$ cat src/rtl/axis_byte_packer_pkg.sv
// Shared constants and helpers for the AXI-Stream byte packer.
package axis_byte_packer_pkg;

   localparam int DEF_S_WIDTH   = 8;
   localparam int DEF_RATIO     = 4;
   localparam int DEF_CNT_WIDTH = 16;
   localparam int MASK_WIDTH    = 32;

   typedef logic [MASK_WIDTH-1:0] lane_mask_t;

   // Keep mask covering lanes 0..lane inclusive: (1 << (lane+1)) - 1.
   function automatic lane_mask_t lane_mask(input int unsigned lane);
      lane_mask_t one_v;
      one_v = lane_mask_t'(1);
      return (one_v << (lane + 32'd1)) - one_v;
   endfunction

endpackage

$ cat src/rtl/axis_byte_packer_if.sv
// AXI-Stream bundle used on both sides of the packer (tkeep unused on the byte side).
interface axis_byte_packer_if #(
   parameter int DW = 8,
   parameter int KW = 1
);

   logic [DW-1:0] tdata;
   logic [KW-1:0] tkeep;
   logic          tvalid;
   logic          tready;
   logic          tlast;

   modport master (
      output tdata,
      output tkeep,
      output tvalid,
      output tlast,
      input  tready
   );

   modport slave (
      input  tdata,
      input  tkeep,
      input  tvalid,
      input  tlast,
      output tready
   );

endinterface

$ cat src/rtl/axis_byte_packer_out_reg.sv
// Single-entry registered output stage: holds one packed word until the sink accepts it.
module axis_byte_packer_out_reg
   import axis_byte_packer_pkg::*;
#(
   parameter  int S_WIDTH = DEF_S_WIDTH,
   parameter  int RATIO   = DEF_RATIO,
   localparam int M_WIDTH = S_WIDTH * RATIO
) (
   input  logic               clk,
   input  logic               rst_n,
   input  logic               load_i,
   input  logic [M_WIDTH-1:0] load_data_i,
   input  logic [RATIO-1:0]   load_keep_i,
   input  logic               load_last_i,
   axis_byte_packer_if.master m_axis,
   output logic               accept_o
);

   logic [M_WIDTH-1:0] data_q, data_d;
   logic [RATIO-1:0]   keep_q, keep_d;
   logic               last_q, last_d;
   logic               valid_q, valid_d;
   logic               accept_s;

   // A load on the same edge as an accept replaces the old word and keeps valid high.
   always_comb begin
      accept_s = valid_q && m_axis.tready;
      data_d   = data_q;
      keep_d   = keep_q;
      last_d   = last_q;
      valid_d  = valid_q;
      if (load_i) begin
         data_d  = load_data_i;
         keep_d  = load_keep_i;
         last_d  = load_last_i;
         valid_d = 1'b1;
      end else if (accept_s) begin
         valid_d = 1'b0;
      end else begin
         valid_d = valid_q;
      end
   end

   always_ff @(posedge clk) begin
      if (!rst_n) begin
         data_q  <= '0;
         keep_q  <= '0;
         last_q  <= 1'b0;
         valid_q <= 1'b0;
      end else begin
         data_q  <= data_d;
         keep_q  <= keep_d;
         last_q  <= last_d;
         valid_q <= valid_d;
      end
   end

   assign m_axis.tdata  = data_q;
   assign m_axis.tkeep  = keep_q;
   assign m_axis.tlast  = last_q;
   assign m_axis.tvalid = valid_q;
   assign accept_o      = accept_s;

endmodule

$ cat src/rtl/axis_byte_packer.sv
// Packs RATIO consecutive stream bytes into one little-endian word; tlast flushes a partial word.
module axis_byte_packer
   import axis_byte_packer_pkg::*;
#(
   parameter  int S_WIDTH   = DEF_S_WIDTH,
   parameter  int RATIO     = DEF_RATIO,
   parameter  int CNT_WIDTH = DEF_CNT_WIDTH,
   localparam int M_WIDTH   = S_WIDTH * RATIO
) (
   input  logic                 clk,
   input  logic                 rst_n,
   axis_byte_packer_if.slave    s_axis,
   axis_byte_packer_if.master   m_axis,
   output logic [CNT_WIDTH-1:0] frame_count
);

   localparam int LANE_W = $clog2(RATIO);

   logic [LANE_W-1:0]    lane_q, lane_d;
   logic [M_WIDTH-1:0]   acc_q, acc_d;
   logic [CNT_WIDTH-1:0] fcnt_q, fcnt_d;

   logic                 s_ready_s;
   logic                 in_xfer_s;
   logic                 complete_s;
   logic                 out_accept_s;
   logic [M_WIDTH-1:0]   merged_s;
   lane_mask_t           mask_s;
   logic [RATIO-1:0]     keep_load_s;

   // Ready depends only on the output stage, never on the input valid.
   assign s_ready_s     = rst_n && (!m_axis.tvalid || m_axis.tready);
   assign s_axis.tready = s_ready_s;

   always_comb begin
      in_xfer_s   = s_axis.tvalid && s_ready_s;
      complete_s  = in_xfer_s && ((lane_q == LANE_W'(RATIO - 1)) || s_axis.tlast);
      mask_s      = lane_mask(32'(lane_q));
      keep_load_s = mask_s[RATIO-1:0];
      merged_s    = acc_q;
      for (int i = 0; i < RATIO; i++) begin
         if (lane_q == LANE_W'(i)) begin
            merged_s[i*S_WIDTH +: S_WIDTH] = s_axis.tdata;
         end else begin
            merged_s[i*S_WIDTH +: S_WIDTH] = acc_q[i*S_WIDTH +: S_WIDTH];
         end
      end
   end

   // Lanes above the current index stay zero, so a flushed partial word has zeroed upper lanes.
   always_comb begin
      lane_d = lane_q;
      acc_d  = acc_q;
      if (complete_s) begin
         lane_d = '0;
         acc_d  = '0;
      end else if (in_xfer_s) begin
         lane_d = lane_q + LANE_W'(1);
         acc_d  = merged_s;
      end else begin
         lane_d = lane_q;
         acc_d  = acc_q;
      end
   end

   always_comb begin
      fcnt_d = fcnt_q;
      if (out_accept_s && m_axis.tlast) begin
         fcnt_d = fcnt_q + CNT_WIDTH'(1);
      end else begin
         fcnt_d = fcnt_q;
      end
   end

   always_ff @(posedge clk) begin
      if (!rst_n) begin
         lane_q <= '0;
         acc_q  <= '0;
         fcnt_q <= '0;
      end else begin
         lane_q <= lane_d;
         acc_q  <= acc_d;
         fcnt_q <= fcnt_d;
      end
   end

   assign frame_count = fcnt_q;

   axis_byte_packer_out_reg #(
      .S_WIDTH (S_WIDTH),
      .RATIO   (RATIO)
   ) u_out_reg (
      .clk         (clk),
      .rst_n       (rst_n),
      .load_i      (complete_s),
      .load_data_i (merged_s),
      .load_keep_i (keep_load_s),
      .load_last_i (s_axis.tlast),
      .m_axis      (m_axis),
      .accept_o    (out_accept_s)
   );

endmodule

$ cat src/flat_wrapper.sv
// flat-port wrapper written by rule: the top's interface ports become plain ports
module axis_byte_packer_flat import axis_byte_packer_pkg::*;
#(
   parameter  int S_WIDTH   = DEF_S_WIDTH,
   parameter  int RATIO     = DEF_RATIO,
   parameter  int CNT_WIDTH = DEF_CNT_WIDTH,
   localparam int M_WIDTH   = S_WIDTH * RATIO
)
  (clk, rst_n, frame_count, s_axis_tdata, s_axis_tkeep, s_axis_tvalid, s_axis_tlast, s_axis_tready, m_axis_tdata, m_axis_tkeep, m_axis_tvalid, m_axis_tlast, m_axis_tready);
  axis_byte_packer_if #(.DW(8), .KW(1)) s_axis_i ();
  axis_byte_packer_if #(.DW(32), .KW(4)) m_axis_i ();
  input  logic clk;
  input  logic rst_n;
  output logic [CNT_WIDTH-1:0] frame_count;
  input wire logic [$bits(s_axis_i.tdata)-1:0] s_axis_tdata;
  input wire logic [$bits(s_axis_i.tkeep)-1:0] s_axis_tkeep;
  input wire logic [$bits(s_axis_i.tvalid)-1:0] s_axis_tvalid;
  input wire logic [$bits(s_axis_i.tlast)-1:0] s_axis_tlast;
  output wire logic [$bits(s_axis_i.tready)-1:0] s_axis_tready;
  output wire logic [$bits(m_axis_i.tdata)-1:0] m_axis_tdata;
  output wire logic [$bits(m_axis_i.tkeep)-1:0] m_axis_tkeep;
  output wire logic [$bits(m_axis_i.tvalid)-1:0] m_axis_tvalid;
  output wire logic [$bits(m_axis_i.tlast)-1:0] m_axis_tlast;
  input wire logic [$bits(m_axis_i.tready)-1:0] m_axis_tready;
  assign s_axis_i.tdata = s_axis_tdata;
  assign s_axis_i.tkeep = s_axis_tkeep;
  assign s_axis_i.tvalid = s_axis_tvalid;
  assign s_axis_i.tlast = s_axis_tlast;
  assign s_axis_tready = s_axis_i.tready;
  assign m_axis_tdata = m_axis_i.tdata;
  assign m_axis_tkeep = m_axis_i.tkeep;
  assign m_axis_tvalid = m_axis_i.tvalid;
  assign m_axis_tlast = m_axis_i.tlast;
  assign m_axis_i.tready = m_axis_tready;
  axis_byte_packer #(.S_WIDTH(S_WIDTH), .RATIO(RATIO), .CNT_WIDTH(CNT_WIDTH)) u_core (.clk(clk), .rst_n(rst_n), .s_axis(s_axis_i), .m_axis(m_axis_i), .frame_count(frame_count));
endmodule
$ cat config.mk
export PLATFORM = sky130hd
export DESIGN_NAME = axis_byte_packer_flat
export DESIGN_NICKNAME = d
export VERILOG_FILES = /design/src/rtl/axis_byte_packer_pkg.sv /design/src/rtl/axis_byte_packer_if.sv /design/src/rtl/axis_byte_packer_out_reg.sv /design/src/rtl/axis_byte_packer.sv /design/src/flat_wrapper.sv
export SDC_FILE = /design/constraint.sdc
export NUM_CORES = 1
export LEC_CHECK = 0
export ABC_AREA = 1
export CAP_MARGIN = 15
export CELL_PAD_IN_SITES_DETAIL_PLACEMENT = 1
export CELL_PAD_IN_SITES_GLOBAL_PLACEMENT = 2
export CORE_MARGIN = 3
export CORE_UTILIZATION = 32
export CTS_BUF_LIST = sky130_fd_sc_hd__clkbuf_2
export CTS_CLUSTER_DIAMETER = 40
export CTS_CLUSTER_SIZE = 14
export DETAILED_ROUTE_END_ITERATION = 10
export HOLD_SLACK_MARGIN = 0.02
export PLACE_DENSITY = 0.95
export SYNTH_ARGS = -nofsm -noshare
export SYNTH_HDL_FRONTEND = slang
export SYNTH_SLANG_ARGS = --single-unit
$ cat constraint.sdc
create_clock -name clk -period 2.7 [get_ports clk]
set_clock_uncertainty 0.05 [all_clocks]
set_input_delay 0.54 -clock clk [delete_from_list [all_inputs] [get_ports clk]]
set_output_delay 0.54 -clock clk [all_outputs]
set_load 0.01 [all_outputs]
Fig. 1: run 1, power grid
Drawn at 4 px/um. Pins as bars on the die edge.
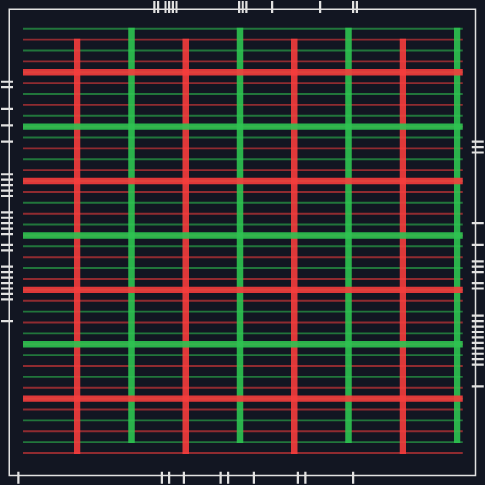
[VSS] red
[VDD] green
met4 straps: 8
rows: 39
met1 rails: 40
signal pins: 69
met5 straps: 7

Fig. 2: run 1, track usage over the die
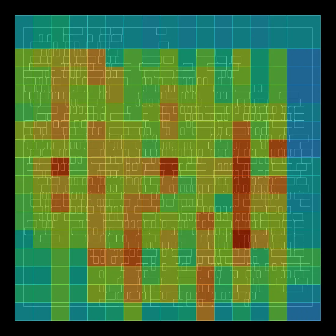
met2 Resource Use GR: 0.290
total global routing track utilization: 0.165

==> results_tabular.tex, run 1 <==
% Implementation results table
\begin{tabular}{lr}
\hline
Metric & Value \\
\hline
\multicolumn{2}{l}{\textbf{Yosys}} \\
\quad Cell area after synthesis & between 3000 and 4000 um\^{}2 \\
\quad Main logic family & simple AND/OR/NAND/NOR gates \\
\quad Number of flops mapped to enable cells by yosys & 0 \\
\quad Basic Gates by Area & 0.287 \\
\quad Per-instance average area after synthesis & slightly below 7 um\^{}2 \\
\quad Synthesis warning total & 0 \\
\quad Ys async rst share & 0 \\
\multicolumn{2}{l}{\textbf{Worst setup path}} \\
\quad Crit-path leading delay family & buffers and inverters \\
\quad Required @ worst endpoint & around 2100 ps \\
\quad Buffers \& Inverters on Critical Path & 3 \\
\quad Setup crit end kind & primary output \\
\quad Series of cell instances along the critical path & clkdlybuf4s50\_1 -> inv\_2 -> a21oi\_1 -> clkdlybuf4s50\_1 \\
\multicolumn{2}{l}{\textbf{Power}} \\
\quad Leakage power of the design & roughly 2.1 nW \\
\multicolumn{2}{l}{\textbf{Finish}} \\
\quad Leading cell category by total area & registers \\
\quad Number of inserted diodes & 0 \\
\quad Filler cell count & 1522 \\
\multicolumn{2}{l}{\textbf{Die}} \\
\quad Standard cell core area & roughly 12000 um\^{}2 \\
\quad Number of tap instances & 143 \\
\quad Vertical extent of the die & 116 um \\
\multicolumn{2}{l}{\textbf{Clock tree}} \\
\quad Clock-pin slew of the registers on the worst-case setup and hold paths & between 200 and 250 ps \\
\multicolumn{2}{l}{\textbf{Outcome}} \\
\quad Result of the run & complete, no violations \\
\multicolumn{2}{l}{\textbf{STA}} \\
\quad Highest attainable clock frequency & between 0.4 and 0.5 GHz \\
\multicolumn{2}{l}{\textbf{Global route}} \\
\quad Largest net degree at the start of global routing & about 63 \\
\multicolumn{2}{l}{\textbf{Route}} \\
\quad Vias per cell & approximately 4.6 \\
\hline
\end{tabular}
Fig. 3: run 1, clock network drawn from the DEF
Drawn at 4 px/um.
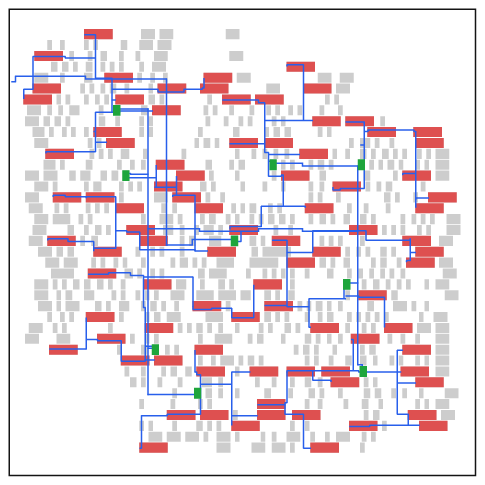
[clock wires] blue | length: 1210 um
[clock-net drivers] green | count: 9
[flip-flops] red | count: 88
flops lie: spread over the die
routed clock nets: 10
clock group total power: 0.544 mW
latest clock arrival within the worst-skew pair: 570 ps

Fig. 4: run 1, the metal 4 layer
Drawn at 3 px/um.
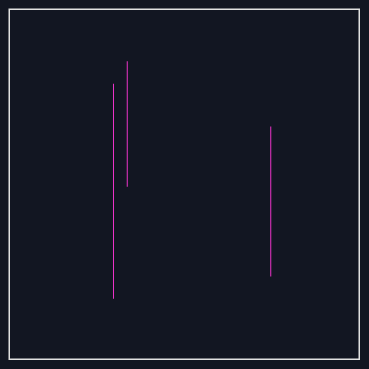
main direction: vertical
wire length on this layer: 163 um
Final Routed Wirelength: 10200 um
overall via count from detail_route: 3598

==> run 1: metal layers <==
metal / up-vias / global-route usage / part of all wire
li1: 1858 / - / -
met1: 1668 / 0.195 / 0.47
met2: 61 / 0.290 / 0.48
met3: 11 / 0.0435 / 0.041
met4: 0 / 0.0580 / 0.016
met5: - / 0 / 0
==> run 1: final timing paths <==
path / start / slack [ps] / end / cells after the start
setup / recovery: rst_n / 230 / s_axis_tready / 4
hold / removal: u_core.u_out_reg.m_axis.tdata[1] / 410 / u_core.u_out_reg.m_axis.tdata[1] / 2
setup reg to reg: u_core.lane_q[0] / 770 / u_core.acc_q[26] / 10
hold reg to reg: u_core.u_out_reg.m_axis.tdata[1] / 410 / u_core.u_out_reg.m_axis.tdata[1] / 2
Fig. 5: run 1, cell area per tile
Drawn at 2 px/um. The die is cut into 12 by 12 equal tiles; white is low, dark blue is high, 0 to 100% covered.
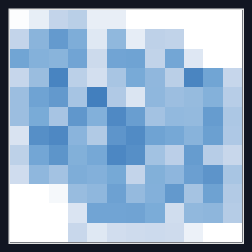

## Run 2: what changed since run 1
- CORE_UTILIZATION: 32 -> 38
- DONT_BUFFER_PORTS: default -> 1
- PLACE_DENSITY: 0.95 -> 0.94
Fig. 6: run 2, cell area per tile
Drawn at 2 px/um. The die is cut into 11 by 11 equal tiles; white is low, dark blue is high, 0 to 100% covered.
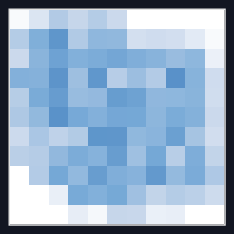
nearly empty tiles: 11%
fullest tile: 60%
densest ninth of the die: center
post-route core utilization: 0.410
floorplan-stage core utilization: 0.394
standard cell core area: 9860 um^2

Fig. 7: run 2, track usage over the die
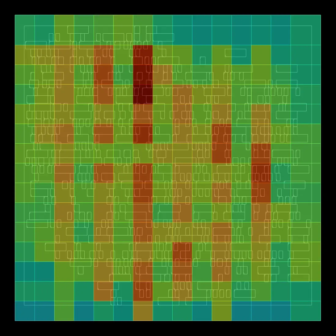
most heavily used metal layer in global routing: met2
detail-routed net length per standard cell: 14.1 um
total global routing track utilization: 0.183

Fig. 8: run 2, clock network drawn from the DEF
Drawn at 6 px/um.
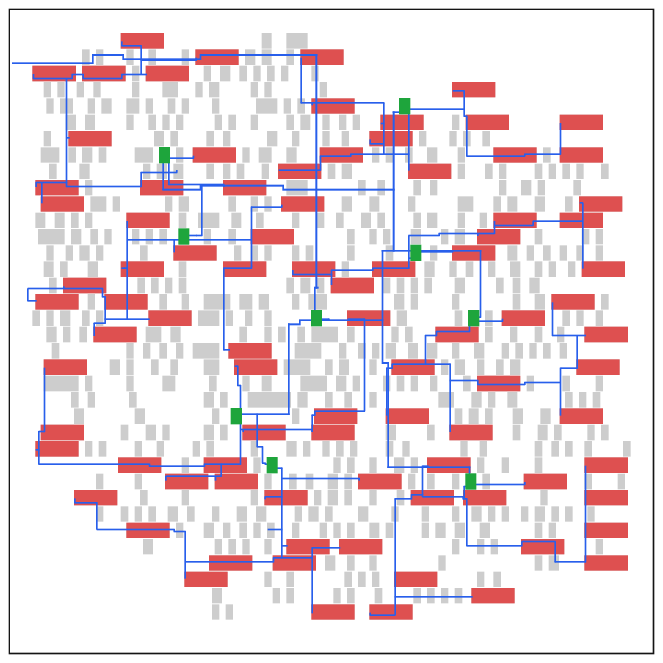
[clock-net drivers] green | count: 9
[flip-flops] red | count: 88
[clock wires] blue | length: 1160 um
routed clock nets: 10
proportion of power drawn by the clock network: 0.258
clock group total power: 0.519 mW
latest clock arrival within the worst-skew pair: 540 ps

==> run 2 against run 1 <==
Compared with the run above: fmax up 31%; non-clock buffer count down 68; core utilization increased by 0.26 points; first-iteration DRC count rose by 5.8%; largest cell class unchanged; highest routed layer unchanged.
==> results_tabular.tex, run 2 <==
% Implementation results table
\begin{tabular}{lr}
\hline
Metric & Value \\
\hline
\multicolumn{2}{l}{\textbf{Finish}} \\
\quad Flip-flops & 88 \\
\quad Number of inserted diodes & 0 \\
\quad Filler cell count & 1311 \\
\quad Final-layout clock-cell area share & 0.0155 \\
\quad FF+latch area & $\sim$1800 um\^{}2 \\
\quad Leading cell category by total area & registers \\
\multicolumn{2}{l}{\textbf{Die}} \\
\quad Vertical extent of the die & around 110 um \\
\quad Die X-Extent & between 100 and 150 um \\
\quad Number of tap instances & 133 \\
\multicolumn{2}{l}{\textbf{Outcome}} \\
\quad Result of the run & complete, no violations \\
\multicolumn{2}{l}{\textbf{Yosys}} \\
\quad Cell area after synthesis & around 3900 um\^{}2 \\
\quad Number of flops mapped to enable cells by yosys & 0 \\
\quad XOR Share, Synth & 0.00676 \\
\quad Top cell type by total area after synthesis & sky130\_fd\_sc\_hd\_\_dfxtp\_1 \\
\quad Basic Gates by Area & 0.287 \\
\quad Per-instance average area after synthesis & 6.76 um\^{}2 \\
\quad Flip-flop and latch count after synthesis & 88 \\
\quad Main logic family & simple AND/OR/NAND/NOR gates \\
\quad Synthesis warning total & 0 \\
\quad Main area contributors after synthesis & sky130\_fd\_sc\_hd\_\_dfxtp\_1 (45\%), sky130\_fd\_sc\_hd\_\_nand2\_1 (23\%), sky130\_fd\_sc\_hd\_\_o21ai\_0 (8.5\%) \\
\quad Ys async rst share & 0 \\
\multicolumn{2}{l}{\textbf{Global route}} \\
\quad Met3 track utilization from global routing & 0.0560 \\
\quad Met1 Usage GRT & 0.214 \\
\quad Largest net degree at the start of global routing & 63 \\
\quad Met2 Resource Use GR & 0.319 \\
\quad Overflow left after global routing & 0 \\
\multicolumn{2}{l}{\textbf{STA}} \\
\quad Number of failing hold endpoints at the final stage & 0 \\
\quad Highest attainable clock frequency & 0.530 GHz \\
\multicolumn{2}{l}{\textbf{Power}} \\
\quad Flop+latch power & 1.35 mW \\
\quad Group with the largest share of power & sequential cells \\
\quad Leakage power of the design & $\sim$1.9 nW \\
\multicolumn{2}{l}{\textbf{Worst setup path}} \\
\quad Required @ worst endpoint & around 2100 ps \\
\quad Flop-to-flop setup slack & 820 ps \\
\quad Crit-path leading delay family & flip-flops \\
\quad Setup crit end kind & primary output \\
\quad Buffers \& Inverters on Critical Path & 0 \\
\quad Maximum fanout encountered on the critical timing path & 5 \\
\quad Series of cell instances along the critical path & a21oi\_1 \\
\multicolumn{2}{l}{\textbf{Route}} \\
\quad Detail Route Antenna Nets & 0 \\
\quad Final Routed Wirelength & around 10000 um \\
\quad Top routing layer used & met4 \\
\quad Met1 WL & about 4400 um \\
\quad Vias per cell & approximately 4.9 \\
\quad Routed length on met2 & about 5000 um \\
\quad Detail Route met3 WL & roughly 510 um \\
\quad Overall via count from detail\_route & $\sim$3400 \\
\multicolumn{2}{l}{\textbf{Clock tree}} \\
\quad Post-CTS setup buffers & 0 \\
\quad Clock-pin slew of the registers on the worst-case setup and hold paths & 210 ps \\
\hline
\end{tabular}
==> run 2: worst paths after layout <==
kind,cells past startpoint,end,startpoint
max,1,s_axis_tready,u_core.u_out_reg.m_axis.tvalid
min,2,u_core.lane_q[0],rst_n
max reg2reg,9,u_core.u_out_reg.m_axis.tdata[13],u_core.u_out_reg.m_axis.tvalid
min reg2reg,2,u_core.u_out_reg.m_axis.tdata[29],u_core.u_out_reg.m_axis.tdata[29]
==> run 2: stage by stage <==
step	hold WS, ps	worst slack (ps)	util	cells	instance area (um^2)
floorplan	419	995	-	575	3890
global placement	432	758	0.402	691	3960
detailed placement	439	697	0.402	691	3960
CTS	21.1	764	0.409	705	4040
global route	28.0	563	0.410	706	4050
finish	82.3	814	0.410	706	4050
Power is estimated from default activity; no workload was simulated.
